===== src/rtl/lc3_ctrl_pkg.sv =====
// Shared opcode definitions and memaccess state encoding for the LC3 pipeline controller.
package lc3_ctrl_pkg;

  typedef enum logic [1:0] {
    MemRead  = 2'd0,
    MemInd   = 2'd1,
    MemWrite = 2'd2,
    MemIdle  = 2'd3
  } mem_state_t;

  localparam logic [3:0] OpBr  = 4'b0000;
  localparam logic [3:0] OpAdd = 4'b0001;
  localparam logic [3:0] OpLd  = 4'b0010;
  localparam logic [3:0] OpSt  = 4'b0011;
  localparam logic [3:0] OpAnd = 4'b0101;
  localparam logic [3:0] OpLdr = 4'b0110;
  localparam logic [3:0] OpStr = 4'b0111;
  localparam logic [3:0] OpNot = 4'b1001;
  localparam logic [3:0] OpLdi = 4'b1010;
  localparam logic [3:0] OpSti = 4'b1011;
  localparam logic [3:0] OpJmp = 4'b1100;
  localparam logic [3:0] OpLea = 4'b1110;

  function automatic logic is_alu(logic [3:0] op);
    return op inside {OpAdd, OpAnd, OpNot};
  endfunction

  function automatic logic is_load(logic [3:0] op);
    return op inside {OpLd, OpLdr, OpLdi, OpLea};
  endfunction

  // Loads that actually read data memory (LEA only computes an address).
  function automatic logic is_mem_load(logic [3:0] op);
    return op inside {OpLd, OpLdr, OpLdi};
  endfunction

  function automatic logic is_store(logic [3:0] op);
    return op inside {OpSt, OpStr, OpSti};
  endfunction

  function automatic logic is_ctrl(logic [3:0] op);
    return op inside {OpBr, OpJmp};
  endfunction

endpackage


===== src/rtl/lc3_pipeline_ctrl_if.sv =====
// Control/status bundle between the LC3 datapath and its pipeline controller.
interface lc3_pipeline_ctrl_if;
  logic        complete_data;
  logic        complete_instr;
  logic [15:0] IR;
  logic [15:0] IR_Exec;
  logic [2:0]  NZP;
  logic [2:0]  psr;
  logic        enable_updatePC;
  logic        enable_fetch;
  logic        enable_decode;
  logic        enable_execute;
  logic        enable_writeback;
  logic        br_taken;
  logic        bypass_alu_1;
  logic        bypass_alu_2;
  logic        bypass_mem_1;
  logic        bypass_mem_2;
  logic [1:0]  mem_state;

  // Datapath side: supplies instruction/status, consumes enables and selects.
  modport master (
    output complete_data, complete_instr, IR, IR_Exec, NZP, psr,
    input  enable_updatePC, enable_fetch, enable_decode, enable_execute, enable_writeback,
    input  br_taken, bypass_alu_1, bypass_alu_2, bypass_mem_1, bypass_mem_2, mem_state
  );

  // Controller side.
  modport slave (
    input  complete_data, complete_instr, IR, IR_Exec, NZP, psr,
    output enable_updatePC, enable_fetch, enable_decode, enable_execute, enable_writeback,
    output br_taken, bypass_alu_1, bypass_alu_2, bypass_mem_1, bypass_mem_2, mem_state
  );
endinterface


===== src/rtl/lc3_bypass_logic.sv =====
// Combinational operand-forwarding detection between execute and the instruction behind it.
module lc3_bypass_logic
  import lc3_ctrl_pkg::*;
(
  input  logic [3:0] ir_op_i,
  input  logic [2:0] ir_dr_i,
  input  logic [2:0] ir_sr1_i,
  input  logic       ir_imm_i,
  input  logic [2:0] ir_sr2_i,
  input  logic [3:0] exec_op_i,
  input  logic [2:0] exec_dr_i,
  input  logic       mem_read_i,
  output logic       bypass_alu_1_o,
  output logic       bypass_alu_2_o,
  output logic       bypass_mem_1_o,
  output logic       bypass_mem_2_o
);

  logic op1_match;
  logic op2_match;
  logic alu_src;
  logic mem_src;

  // Register-match rules per operand, then qualify by producer; memory data wins.
  always_comb begin
    op1_match = (ir_op_i inside {OpAdd, OpAnd, OpNot, OpLdr, OpStr, OpJmp}) &&
                (exec_dr_i == ir_sr1_i);
    op2_match = ((ir_op_i inside {OpAdd, OpAnd}) && !ir_imm_i && (exec_dr_i == ir_sr2_i)) ||
                (is_store(ir_op_i) && (exec_dr_i == ir_dr_i));
    alu_src   = is_alu(exec_op_i);
    mem_src   = is_mem_load(exec_op_i) && mem_read_i;

    bypass_mem_1_o = mem_src && op1_match;
    bypass_mem_2_o = mem_src && op2_match;
    bypass_alu_1_o = alu_src && op1_match && !bypass_mem_1_o;
    bypass_alu_2_o = alu_src && op2_match && !bypass_mem_2_o;
  end

endmodule


===== src/rtl/lc3_pipeline_ctrl.sv =====
// LC3 pipeline controller: stage enables, memaccess FSM, branch resolution and bypass selects.
module lc3_pipeline_ctrl
  import lc3_ctrl_pkg::*;
#(
  parameter logic [1:0] IDLE_ST  = 2'd3,
  parameter logic [1:0] READ_ST  = 2'd0,
  parameter logic [1:0] IND_ST   = 2'd1,
  parameter logic [1:0] WRITE_ST = 2'd2
) (
  input logic               clock,
  input logic               reset,
  lc3_pipeline_ctrl_if.slave bus
);

  mem_state_t state_q, state_d;
  logic [1:0] ctrl_cnt_q, ctrl_cnt_d;
  logic [2:0] fill_q;
  logic [3:0] ir_op, exec_op;
  logic       idle, ctrl_hold;
  logic       byp_alu_1, byp_alu_2, byp_mem_1, byp_mem_2;
  logic       unused_ir_bits;

  assign ir_op          = bus.IR[15:12];
  assign exec_op        = bus.IR_Exec[15:12];
  assign idle           = (state_q == MemIdle);
  assign ctrl_hold      = (ctrl_cnt_q != 2'd0);
  assign unused_ir_bits = ^{bus.IR[4:3], bus.IR_Exec[8:0]};

  // Memaccess next state, driven by the instruction leaving execute.
  always_comb begin
    state_d = state_q;
    unique case (state_q)
      MemIdle: begin
        if (exec_op inside {OpLd, OpLdr})       state_d = MemRead;
        else if (exec_op inside {OpLdi, OpSti}) state_d = MemInd;
        else if (exec_op inside {OpSt, OpStr})  state_d = MemWrite;
      end
      MemInd: begin
        // Indirect pointer fetched; an unexpected opcode abandons the access.
        if (bus.complete_data) begin
          if (exec_op == OpLdi)      state_d = MemRead;
          else if (exec_op == OpSti) state_d = MemWrite;
          else                       state_d = MemIdle;
        end
      end
      MemRead, MemWrite: if (bus.complete_data) state_d = MemIdle;
      default: state_d = MemIdle;
    endcase
  end

  // Control-transfer stall counter; a branch seen during a memory stall waits for IDLE.
  always_comb begin
    ctrl_cnt_d = ctrl_cnt_q;
    if (ctrl_hold) begin
      ctrl_cnt_d = ctrl_cnt_q - 2'd1;
    end else if (fill_q[0] && idle && (state_d == MemIdle) && is_ctrl(ir_op)) begin
      ctrl_cnt_d = 2'd3;
    end
  end

  // State registers; fill_q ramps the stage enables in one stage per cycle after reset.
  always_ff @(posedge clock or negedge reset) begin
    if (!reset) begin
      state_q    <= MemIdle;
      ctrl_cnt_q <= 2'd0;
      fill_q     <= 3'b000;
    end else begin
      state_q    <= state_d;
      ctrl_cnt_q <= ctrl_cnt_d;
      fill_q     <= {fill_q[1:0], 1'b1};
    end
  end

  lc3_bypass_logic u_bypass (
    .ir_op_i        (ir_op),
    .ir_dr_i        (bus.IR[11:9]),
    .ir_sr1_i       (bus.IR[8:6]),
    .ir_imm_i       (bus.IR[5]),
    .ir_sr2_i       (bus.IR[2:0]),
    .exec_op_i      (exec_op),
    .exec_dr_i      (bus.IR_Exec[11:9]),
    .mem_read_i     (state_q == MemRead),
    .bypass_alu_1_o (byp_alu_1),
    .bypass_alu_2_o (byp_alu_2),
    .bypass_mem_1_o (byp_mem_1),
    .bypass_mem_2_o (byp_mem_2)
  );

  // Outputs; reset low forces every enable, select and redirect to 0.
  always_comb begin
    bus.enable_decode    = reset && fill_q[0] && idle && !ctrl_hold;
    bus.enable_fetch     = bus.enable_decode && bus.complete_instr;
    bus.enable_updatePC  = bus.enable_decode && bus.complete_instr;
    // Execute stays open in the first control-stall cycle so the branch reaches execute.
    bus.enable_execute   = reset && fill_q[1] && idle && (!ctrl_hold || ctrl_cnt_q == 2'd3);
    bus.enable_writeback = reset && ((fill_q[2] && idle && !ctrl_hold) ||
                                     (state_q == MemRead && bus.complete_data));
    bus.br_taken         = reset && ((exec_op == OpJmp) ||
                                     (exec_op == OpBr && |(bus.NZP & bus.psr)));
    bus.bypass_alu_1     = reset && byp_alu_1;
    bus.bypass_alu_2     = reset && byp_alu_2;
    bus.bypass_mem_1     = reset && byp_mem_1;
    bus.bypass_mem_2     = reset && byp_mem_2;
  end

  // Map the internal state onto the externally visible encoding.
  always_comb begin
    bus.mem_state = IDLE_ST;
    unique case (state_q)
      MemRead:  bus.mem_state = READ_ST;
      MemInd:   bus.mem_state = IND_ST;
      MemWrite: bus.mem_state = WRITE_ST;
      default:  bus.mem_state = IDLE_ST;
    endcase
  end

endmodule


===== src/flat_wrapper.sv =====
// flat-port wrapper written by rule: the top's interface ports become plain ports
module lc3_pipeline_ctrl_flat import lc3_ctrl_pkg::*;
#(
  parameter logic [1:0] IDLE_ST  = 2'd3,
  parameter logic [1:0] READ_ST  = 2'd0,
  parameter logic [1:0] IND_ST   = 2'd1,
  parameter logic [1:0] WRITE_ST = 2'd2
)
  (clock, reset, bus_complete_data, bus_complete_instr, bus_IR, bus_IR_Exec, bus_NZP, bus_psr, bus_enable_updatePC, bus_enable_fetch, bus_enable_decode, bus_enable_execute, bus_enable_writeback, bus_br_taken, bus_bypass_alu_1, bus_bypass_alu_2, bus_bypass_mem_1, bus_bypass_mem_2, bus_mem_state);
  lc3_pipeline_ctrl_if bus_i ();
  input logic clock;
  input logic reset;
  input wire logic [$bits(bus_i.complete_data)-1:0] bus_complete_data;
  input wire logic [$bits(bus_i.complete_instr)-1:0] bus_complete_instr;
  input wire logic [$bits(bus_i.IR)-1:0] bus_IR;
  input wire logic [$bits(bus_i.IR_Exec)-1:0] bus_IR_Exec;
  input wire logic [$bits(bus_i.NZP)-1:0] bus_NZP;
  input wire logic [$bits(bus_i.psr)-1:0] bus_psr;
  output wire logic [$bits(bus_i.enable_updatePC)-1:0] bus_enable_updatePC;
  output wire logic [$bits(bus_i.enable_fetch)-1:0] bus_enable_fetch;
  output wire logic [$bits(bus_i.enable_decode)-1:0] bus_enable_decode;
  output wire logic [$bits(bus_i.enable_execute)-1:0] bus_enable_execute;
  output wire logic [$bits(bus_i.enable_writeback)-1:0] bus_enable_writeback;
  output wire logic [$bits(bus_i.br_taken)-1:0] bus_br_taken;
  output wire logic [$bits(bus_i.bypass_alu_1)-1:0] bus_bypass_alu_1;
  output wire logic [$bits(bus_i.bypass_alu_2)-1:0] bus_bypass_alu_2;
  output wire logic [$bits(bus_i.bypass_mem_1)-1:0] bus_bypass_mem_1;
  output wire logic [$bits(bus_i.bypass_mem_2)-1:0] bus_bypass_mem_2;
  output wire logic [$bits(bus_i.mem_state)-1:0] bus_mem_state;
  assign bus_i.complete_data = bus_complete_data;
  assign bus_i.complete_instr = bus_complete_instr;
  assign bus_i.IR = bus_IR;
  assign bus_i.IR_Exec = bus_IR_Exec;
  assign bus_i.NZP = bus_NZP;
  assign bus_i.psr = bus_psr;
  assign bus_enable_updatePC = bus_i.enable_updatePC;
  assign bus_enable_fetch = bus_i.enable_fetch;
  assign bus_enable_decode = bus_i.enable_decode;
  assign bus_enable_execute = bus_i.enable_execute;
  assign bus_enable_writeback = bus_i.enable_writeback;
  assign bus_br_taken = bus_i.br_taken;
  assign bus_bypass_alu_1 = bus_i.bypass_alu_1;
  assign bus_bypass_alu_2 = bus_i.bypass_alu_2;
  assign bus_bypass_mem_1 = bus_i.bypass_mem_1;
  assign bus_bypass_mem_2 = bus_i.bypass_mem_2;
  assign bus_mem_state = bus_i.mem_state;
  lc3_pipeline_ctrl #(.IDLE_ST(IDLE_ST), .READ_ST(READ_ST), .IND_ST(IND_ST), .WRITE_ST(WRITE_ST)) u_core (.clock(clock), .reset(reset), .bus(bus_i));
endmodule

===== config.mk =====
export PLATFORM = sky130hd
export DESIGN_NAME = lc3_pipeline_ctrl_flat
export DESIGN_NICKNAME = d
export VERILOG_FILES = /design/src/rtl/lc3_ctrl_pkg.sv /design/src/rtl/lc3_pipeline_ctrl_if.sv /design/src/rtl/lc3_bypass_logic.sv /design/src/rtl/lc3_pipeline_ctrl.sv /design/src/flat_wrapper.sv
export SDC_FILE = /design/constraint.sdc
export NUM_CORES = 1
export LEC_CHECK = 0
export ABC_AREA = 1
export CAP_MARGIN = 20
export CORE_MARGIN = 5
export CORE_UTILIZATION = 35
export DETAILED_ROUTE_END_ITERATION = 10
export PLACE_DENSITY = 0.84
export SYNTH_ARGS = -nofsm -noshare
export SYNTH_HDL_FRONTEND = slang
export SYNTH_SLANG_ARGS = --single-unit

===== constraint.sdc =====
create_clock -name clock -period 3.6 [get_ports clock]
set_input_delay 0.36 -clock clock [delete_from_list [all_inputs] [get_ports clock]]
set_output_delay 0.36 -clock clock [all_outputs]
set_load 0.01 [all_outputs]

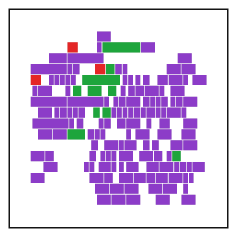
(run_1/sizes.png)
(4 px per um)
Key: _3 and _4 cells = red [cells 3, share 2.0%, most used clkbuf_4]; _0 and _1 cells = purple [cells 136, share 91%, most used clkdlybuf4s50_1]; _2 cells = green [cells 10, share 6.7%, most used nand2_2]
Area growth, synth to finish: 67.3%
post-route cell area: 0.00114 mm^2
Non-clk bufs: 42

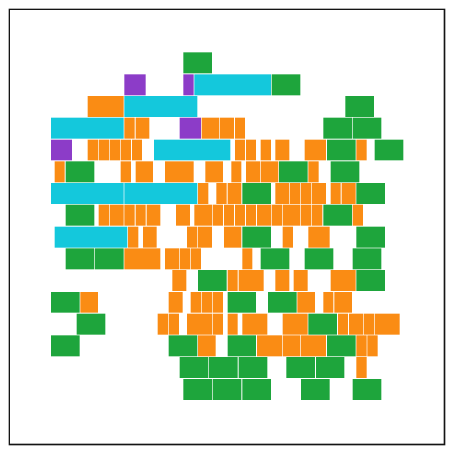
(run_1/placement_by_type.png)
(8 px per um)
Key: other buffers and delay cells = green [cells 42, share of their area 38%]; flops = cyan [cells 7, share of their area 16%]; combinational and other logic = orange [cells 96, share of their area 44%]; clock drivers and dummy loads = purple [cells 4, share of their area 2.4%]
Core Area: 0.00192 mm^2
cell row count: 16
Util after Layout: 59.6%
fraction of area in registers: 15.5%

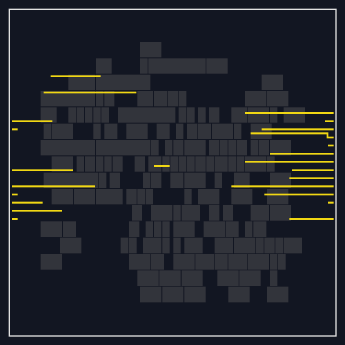
(run_1/layer_met3.png)
(6 px per um)
The wires run mostly horizontal. The layer holds 9.2% of the routed length.
vias: 805
routed wire length: 2.03 mm
met3 Usage GRT: 6.27%

==> impl_metrics.env, run 1 <==
# source this file to load flow results
export IMPL_ir_drop_uv=379
export IMPL_finalSetupViolCount=0
export IMPL_synthMostInstantiatedCell="nand2_1"
export IMPL_worstHoldEndpoint="u_core.fill_q[2]"
export IMPL_dr_pass1_iters=4
export IMPL_die_w_um=54.2
export IMPL_synth_edff_count=0
export IMPL_io_pins=54
export IMPL_p_clk_share_pct=15.1
export IMPL_cts_buffers_inserted=3
export IMPL_holdPathStages=0
export IMPL_nWellTaps=27
export IMPL_layout_top_cells="clkdlybuf4s50_1, nand2_1, inv_1"
export IMPL_die_area_mm2=0.00294
export IMPL_fin_tns_setup_ns=0
export IMPL_comb_area_share_pct=36.8
export IMPL_drt_first_iter_violations=14
export IMPL_final_max_slew_viol_count=0
export IMPL_globalplace_congestion=0.810
export IMPL_ctsRootBufferMaster="clkbuf_4"
export IMPL_p_switching_mw=0.182
export IMPL_outcome="completed"
export IMPL_yosys_area_top_type_share_pct=18.3
export IMPL_inv_count=17
export IMPL_cts_tree="done"
export IMPL_p_comb_share_pct=55.5
export IMPL_io_buffer_count=42
export IMPL_synthTopLogicFamily="simple AND/OR/NAND/NOR gates"
export IMPL_syn_area_per_cell_um2=6.46
export IMPL_die_h_um=54.2
export IMPL_hold_viol=0
export IMPL_p_leak_nw=0.503
export IMPL_rsz0062_at_grt="false"
export IMPL_ys_ff=7
export IMPL_cts_hold_buf=0
export IMPL_clk_pin_slew_ns=0.05
export IMPL_p_sw_share_pct=39.7
export IMPL_cp_start_kind="primary input"
export IMPL_warning_count=37
## run 1: metal layers
metal | track usage (%) | wire (um) | up-vias
met3 | 6.27 | 187 | 2
met5 | 0 | 0 | -
met1 | 17.2 | 833 | 352
li1 | - | - | 426
met4 | 2.49 | 7 | 0
met2 | 25.7 | 1000 | 25
## run 1: through the flow
step / worst slack, ns / area (um^2) / instances
3_3_place_gp: 1.08 / 1120 / 172
6_report: 1.08 / 1140 / 176
5_1_grt: 0.897 / 1140 / 176
3_5_place_dp: 1.04 / 1120 / 172
2_1_floorplan: 1.89 / 684 / 106
4_1_cts: 1.04 / 1140 / 176
## run 1: critical path, cell delays in order
cell and delay, ns:
clkdlybuf4s50_1 0.75, inv_1 0.13, nor3b_2 0.22, and2_1 0.16, clkdlybuf4s50_1 0.54
## Run 2: what changed since run 1
--- a/config.mk
+++ b/config.mk
@@ -8,9 +8,9 @@
 export ABC_AREA = 1
 export CAP_MARGIN = 20
 export CORE_MARGIN = 5
-export CORE_UTILIZATION = 35
+export CORE_UTILIZATION = 32
 export DETAILED_ROUTE_END_ITERATION = 10
-export PLACE_DENSITY = 0.84
+export PLACE_DENSITY = 0.78
 export SYNTH_ARGS = -nofsm -noshare
 export SYNTH_HDL_FRONTEND = slang
 export SYNTH_SLANG_ARGS = --single-unit
==> constraint.sdc (replaced) <==
create_clock -name clock -period 2.6 [get_ports clock]
set_input_delay 0.26 -clock clock [delete_from_list [all_inputs] [get_ports clock]]
set_output_delay 0.26 -clock clock [all_outputs]
set_load 0.01 [all_outputs]
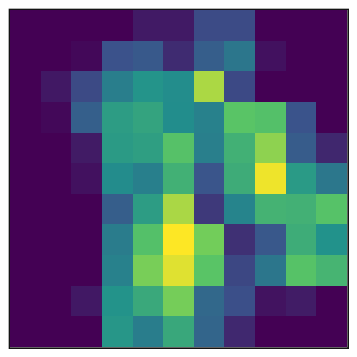
(run_2/metal_density.png)
(6 px per um) The die is cut into 11 by 11 equal tiles; dark purple is low, yellow is high, scaled to the fullest tile. Values are wire area over tile area, all layers added.
The densest ninth of the die: bottom middle. The mean over all tiles is 0.10. 32% of the tiles are nearly empty.
GRT Overall Usage: 12.9%
routed length per instance: 11.3 um

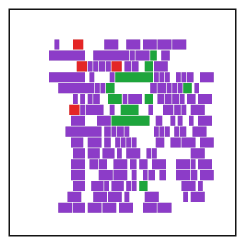
(run_2/sizes.png)
(4 px per um)
setup ws final: 0.369 ns
post-route cell area: 0.00115 mm^2

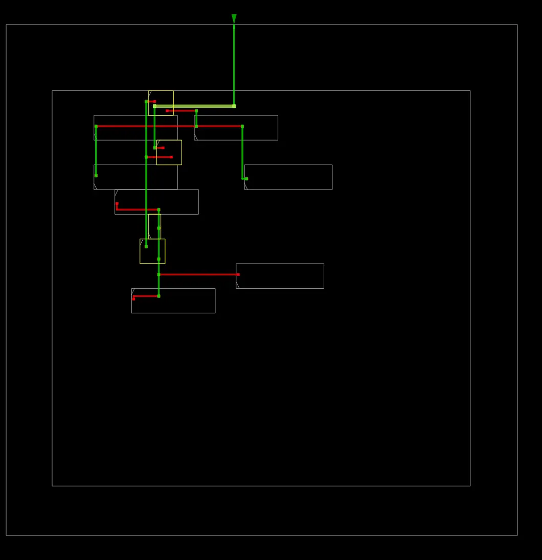
(run_2/clocks.png)
clkbuf count: 4
Setup Skew: 0.00159 ns
Clock Latency Late Sink: 0.24 ns
CTS Buf Count: 3
CTS Sinks: 7

==> run 2 against run 1 <==
  * Wire length is 1.3% lower
  * Largest cell class is now non-clock buffers
  * First-iteration DRC count shrank 36%
  * Register-to-register slack got worse by 0.98 ns
  * Die size increased by 7.6%
  * Via count is 0.99% higher
  * Sequential power grew 39%
  * Critical path depth increased by 1
  * Clock power up 39%
==> impl_metrics.env, run 2 <==
# source this file to load flow results
export IMPL_outcome="completed"
export IMPL_wl_met1_um=758
export IMPL_placed_cells=173
export IMPL_die_area_mm2=0.00316
export IMPL_yosys_area_top_type_share_pct=18.3
export IMPL_dr_total_vias=813
export IMPL_drt_first_iter_violations=9
export IMPL_grt_util_met2_pct=24.4
export IMPL_cp_start_kind="flop"
export IMPL_fin_tns_setup_ns=0
export IMPL_io_buffer_count=42
export IMPL_synth_edff_count=0
export IMPL_ctsRootBufferMaster="clkbuf_4"
export IMPL_clk_pin_slew_ns=0.05
export IMPL_layout_top_cells="clkdlybuf4s50_1, nand2_1, inv_1"
export IMPL_final_max_slew_viol_count=0
export IMPL_finalNonFillerCells=177
export IMPL_worstHoldEndpoint="u_core.fill_q[2]"
export IMPL_syn_area_per_cell_um2=6.46
export IMPL_cts_tree="done"
export IMPL_warning_count=37
export IMPL_max_stage_delay_ns=0.58
export IMPL_die_h_um=56.2
export IMPL_dr_wl_met3_um=139
export IMPL_final_core_util_pct=57.6
export IMPL_maxUsedRoutingLayer="met4"
export IMPL_holdPathStages=0
export IMPL_post_place_ws_ns=0.379
export IMPL_placementRows=16
export IMPL_critical_path_slowest_cell="dfstp_2"
export IMPL_grtUsageMet1_pct=13.6
export IMPL_placed_cell_area_mm2=0.00113
export IMPL_totalWireLength_mm=2.00
export IMPL_dr_pass1_iters=4
export IMPL_path_cells="nand2_2 -> clkinv_2 -> nand2_1 -> nor3b_2 -> and2_1 -> clkdlybuf4s50_1"
export IMPL_ir_drop_uv=432
export IMPL_globalRoute_busiestLayer="met2"
export IMPL_globalRouteMet3Util_pct=3.02
export IMPL_hold_viol=0
export IMPL_die_w_um=56.2
export IMPL_io_pins=54
export IMPL_synthMostInstantiatedCell="nand2_1"
export IMPL_crit_cells=6
[run 2: cell counts after synthesis]
No cell type changed its count.
[run 2: cell families after synthesis]
logic type	after synthesis	share of synthesized area [%]
buf+inv	20	12.4
flops	7	26.0
other cells	1	0.548
fa+ha+maj	1	1.83
simple gates	59	41.3
xor+xnor	7	8.96
compound gates	11	8.96
[run 2: power breakdown]
group	internal [mW]	total (mW)	switching (mW)	leakage [nW]
registers	0.157	0.187	0.0302	0.0798
clock network	0.0584	0.0960	0.0376	0.0150
logic	0.170	0.354	0.184	0.413
[run 2: cell type report]
cell class	instances	area (um^2)	area share, %
Inverter	17	65.1	5.65
Multi-Input combinational cell	79	422	36.6
Timing Repair Buffer	43	428	37.1
Clock buffer	4	26.3	2.28
Sequential cell	7	178	15.4
Tap cell	27	33.8	2.93
## Run 3: what changed since run 2
--- a/config.mk
+++ b/config.mk
@@ -7,10 +7,12 @@
 export LEC_CHECK = 0
 export ABC_AREA = 1
 export CAP_MARGIN = 20
+export CELL_PAD_IN_SITES_DETAIL_PLACEMENT = 0
+export CELL_PAD_IN_SITES_GLOBAL_PLACEMENT = 1
 export CORE_MARGIN = 5
-export CORE_UTILIZATION = 32
+export CORE_UTILIZATION = 20
 export DETAILED_ROUTE_END_ITERATION = 10
-export PLACE_DENSITY = 0.78
+export PLACE_DENSITY_LB_ADDON = 0.1
 export SYNTH_ARGS = -nofsm -noshare
 export SYNTH_HDL_FRONTEND = slang
 export SYNTH_SLANG_ARGS = --single-unit
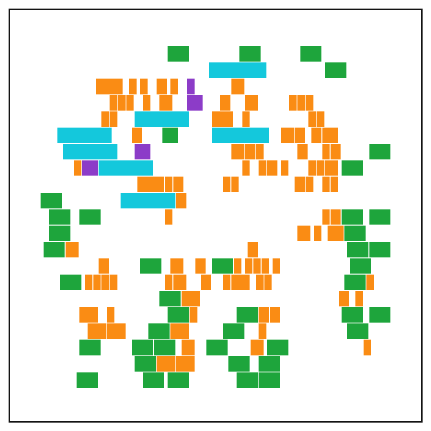
(run_3/placement_by_type.png)
(6 px per um)
Key: combinational and other logic = orange [cells 96, share of their area 44%]; clock drivers and dummy loads = purple [cells 4, share of their area 2.3%]; flops = cyan [cells 7, share of their area 16%]; other buffers and delay cells = green [cells 43, share of their area 38%]
Util after Layout: 35.2%
cell row count: 21
Core Area: 0.00334 mm^2

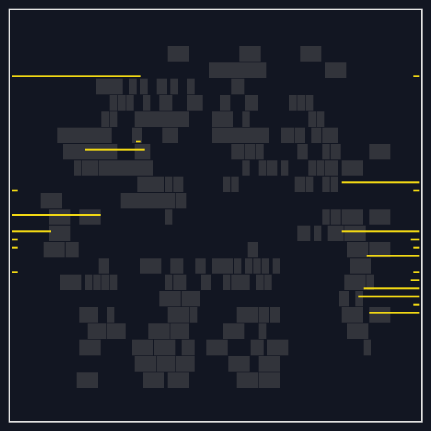
(run_3/layer_met3.png)
(6 px per um)
The layer carries 121 um of wire. The longest straight run is 21.2 um.
vias: 814
routed wire length: 2.12 mm
met3 Usage GRT: 3.24%

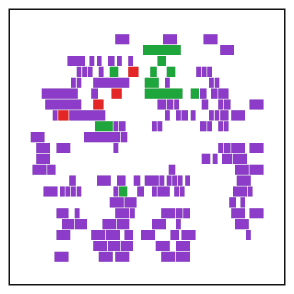
(run_3/sizes.png)
(4 px per um)
Key: _2 cells = green [cells 10, share 6.7%, most used nand2_2]; _3 and _4 cells = red [cells 4, share 2.7%, most used clkbuf_4]; _0 and _1 cells = purple [cells 136, share 91%, most used clkdlybuf4s50_1]
setup ws final: 0.345 ns
Non-clk bufs: 43
Area growth, synth to finish: 71.8%
post-route cell area: 0.00118 mm^2

==> run 3 against run 2 <==
  * Final area up 2.1%
  * Clock power about the same
  * Global-route usage down 3.4 points
  * Hold slack worse by 0.0082 ns
  * Final cell count up 11%
  * Synthesized area unchanged
  * Register-to-register slack worse by 0.03 ns
  * Wire length up 5.8%
  * Via count up 0.12%
  * Worst setup slack worse by 0.024 ns
  * Fmax down 1.1%
  * Combinational power about the same
  * Critical endpoint is now bus_bypass_mem_2
==> impl_metrics.env, run 3 <==
# source this file to load flow results
export IMPL_routedWlPerCell_um=10.8
export IMPL_grt_pass1_wl_mm=3.33
export IMPL_post_place_ws_ns=0.328
export IMPL_ff_type="dfrtp_1"
export IMPL_synth_seq_share_pct=26.0
export IMPL_die_w_um=68.5
export IMPL_holdPathStages=0
export IMPL_async_flop_share_pct=100
export IMPL_ctsRootBufferMaster="clkbuf_4"
export IMPL_synthMostInstantiatedCell="nand2_1"
export IMPL_p_leak_nw=0.508
export IMPL_yosys_area_top_type_share_pct=18.3
export IMPL_syn_area_per_cell_um2=6.46
export IMPL_flop_area_um2=178
export IMPL_synthDistinctLibCells=27
export IMPL_path_max_fanout=5
export IMPL_cp_start_kind="primary input"
export IMPL_io_buffer_count=42
export IMPL_cts_tree="done"
export IMPL_clock_latency_late_pin_ns=0.25
export IMPL_warning_count=37
export IMPL_layout_top_cells="clkdlybuf4s50_1, nand2_1, inv_1"
export IMPL_outcome="completed"
export IMPL_h_tree_depth=1
export IMPL_track_usage_pct=9.54
export IMPL_cpMostUsedCell="clkdlybuf4s50_1"
export IMPL_hold_path_class="flop to flop"
export IMPL_comb_area_um2=422
export IMPL_critical_path_top_delay_family="buffers and inverters"
export IMPL_ir_drop_uv=304
export IMPL_cts_buffers_inserted=3
export IMPL_cts_hold_buf=0
export IMPL_xor_share_pct=8.96
export IMPL_path_cells="clkdlybuf4s50_1 -> nand3_1 -> o21ai_0 -> nand4_1 -> a21oi_1 -> clkdlybuf4s50_1"
export IMPL_simple_gate_share_pct=41.3
export IMPL_fin_crit_ns=2.26
export IMPL_via_per_inst=4.15
export IMPL_final_max_slew_viol_count=0
export IMPL_ys_cells=106
export IMPL_holdWs_ns=0.381
export IMPL_finalNonFillerCells=196
export IMPL_grt_pass1_vias=788
export IMPL_critical_path_slowest_cell="clkdlybuf4s50_1"
export IMPL_synth_edff_count=0
export IMPL_rsz0062_at_grt="false"
export IMPL_common_cells="nand2_1, inv_1, nor2_1"
export IMPL_clk_pin_slew_ns=0.05
export IMPL_finClkSkew_ns=0.00621
export IMPL_drv_cap=0
export IMPL_synth_area_mux_share_pct=0
export IMPL_fill_cells=393
export IMPL_aoi_share_pct=8.96
export IMPL_synth_adder_area_share_pct=1.83
export IMPL_clockBufferDepth=2
export IMPL_die_h_um=68.5
export IMPL_hold_viol=0
export IMPL_max_freq_mhz=443
export IMPL_dr_pass1_iters=4
export IMPL_dpl_hpwl_mm=1.86
export IMPL_max_stage_delay_ns=0.56
export IMPL_io_pins=54
export IMPL_synthTopLogicFamily="simple AND/OR/NAND/NOR gates"
export IMPL_crit_cells=6
export IMPL_clock_sinks=7
export IMPL_fin_tns_setup_ns=0
export IMPL_placed_cells=192
export IMPL_drt_first_iter_violations=27
export IMPL_worstHoldEndpoint="u_core.fill_q[2]"
export IMPL_ys_ff=7
export IMPL_finalSetupViolCount=0
export IMPL_globalplace_congestion=0.780
export IMPL_die_area_mm2=0.00469
export IMPL_critPathBufInv=2
export IMPL_placed_cell_area_mm2=0.00115
## run 3: cell counts after synthesis
Identical to the previous run, type by type.
## run 3: layout make-up
class	count	share of cell area, %
multi-input combinational	79	35.9
tap	46	4.89
clock buffer	4	2.23
timing repair buffer	43	36.4
sequential	7	15.1
inverter	17	5.53
## run 3: layer usage
layer  share of wire (%)  vias up  global-route usage [%]
met2                  50       22                    17.5
met5                   0        -                       0
met3                 5.7        2                    3.24
met4                0.47        0                    2.23
li1                    -      428                       -
met1                  44      362                    10.4
## run 3: power breakdown
part / leakage (nW) / internal (mW) / switching [mW] / total [mW]
sequential: 0.0798 / 0.157 / 0.0320 / 0.189
combinational: 0.413 / 0.169 / 0.184 / 0.353
clock: 0.0150 / 0.0584 / 0.0376 / 0.0960
total: 0.508 / 0.384 / 0.254 / 0.638
Power and IR drop assume default switching activity.
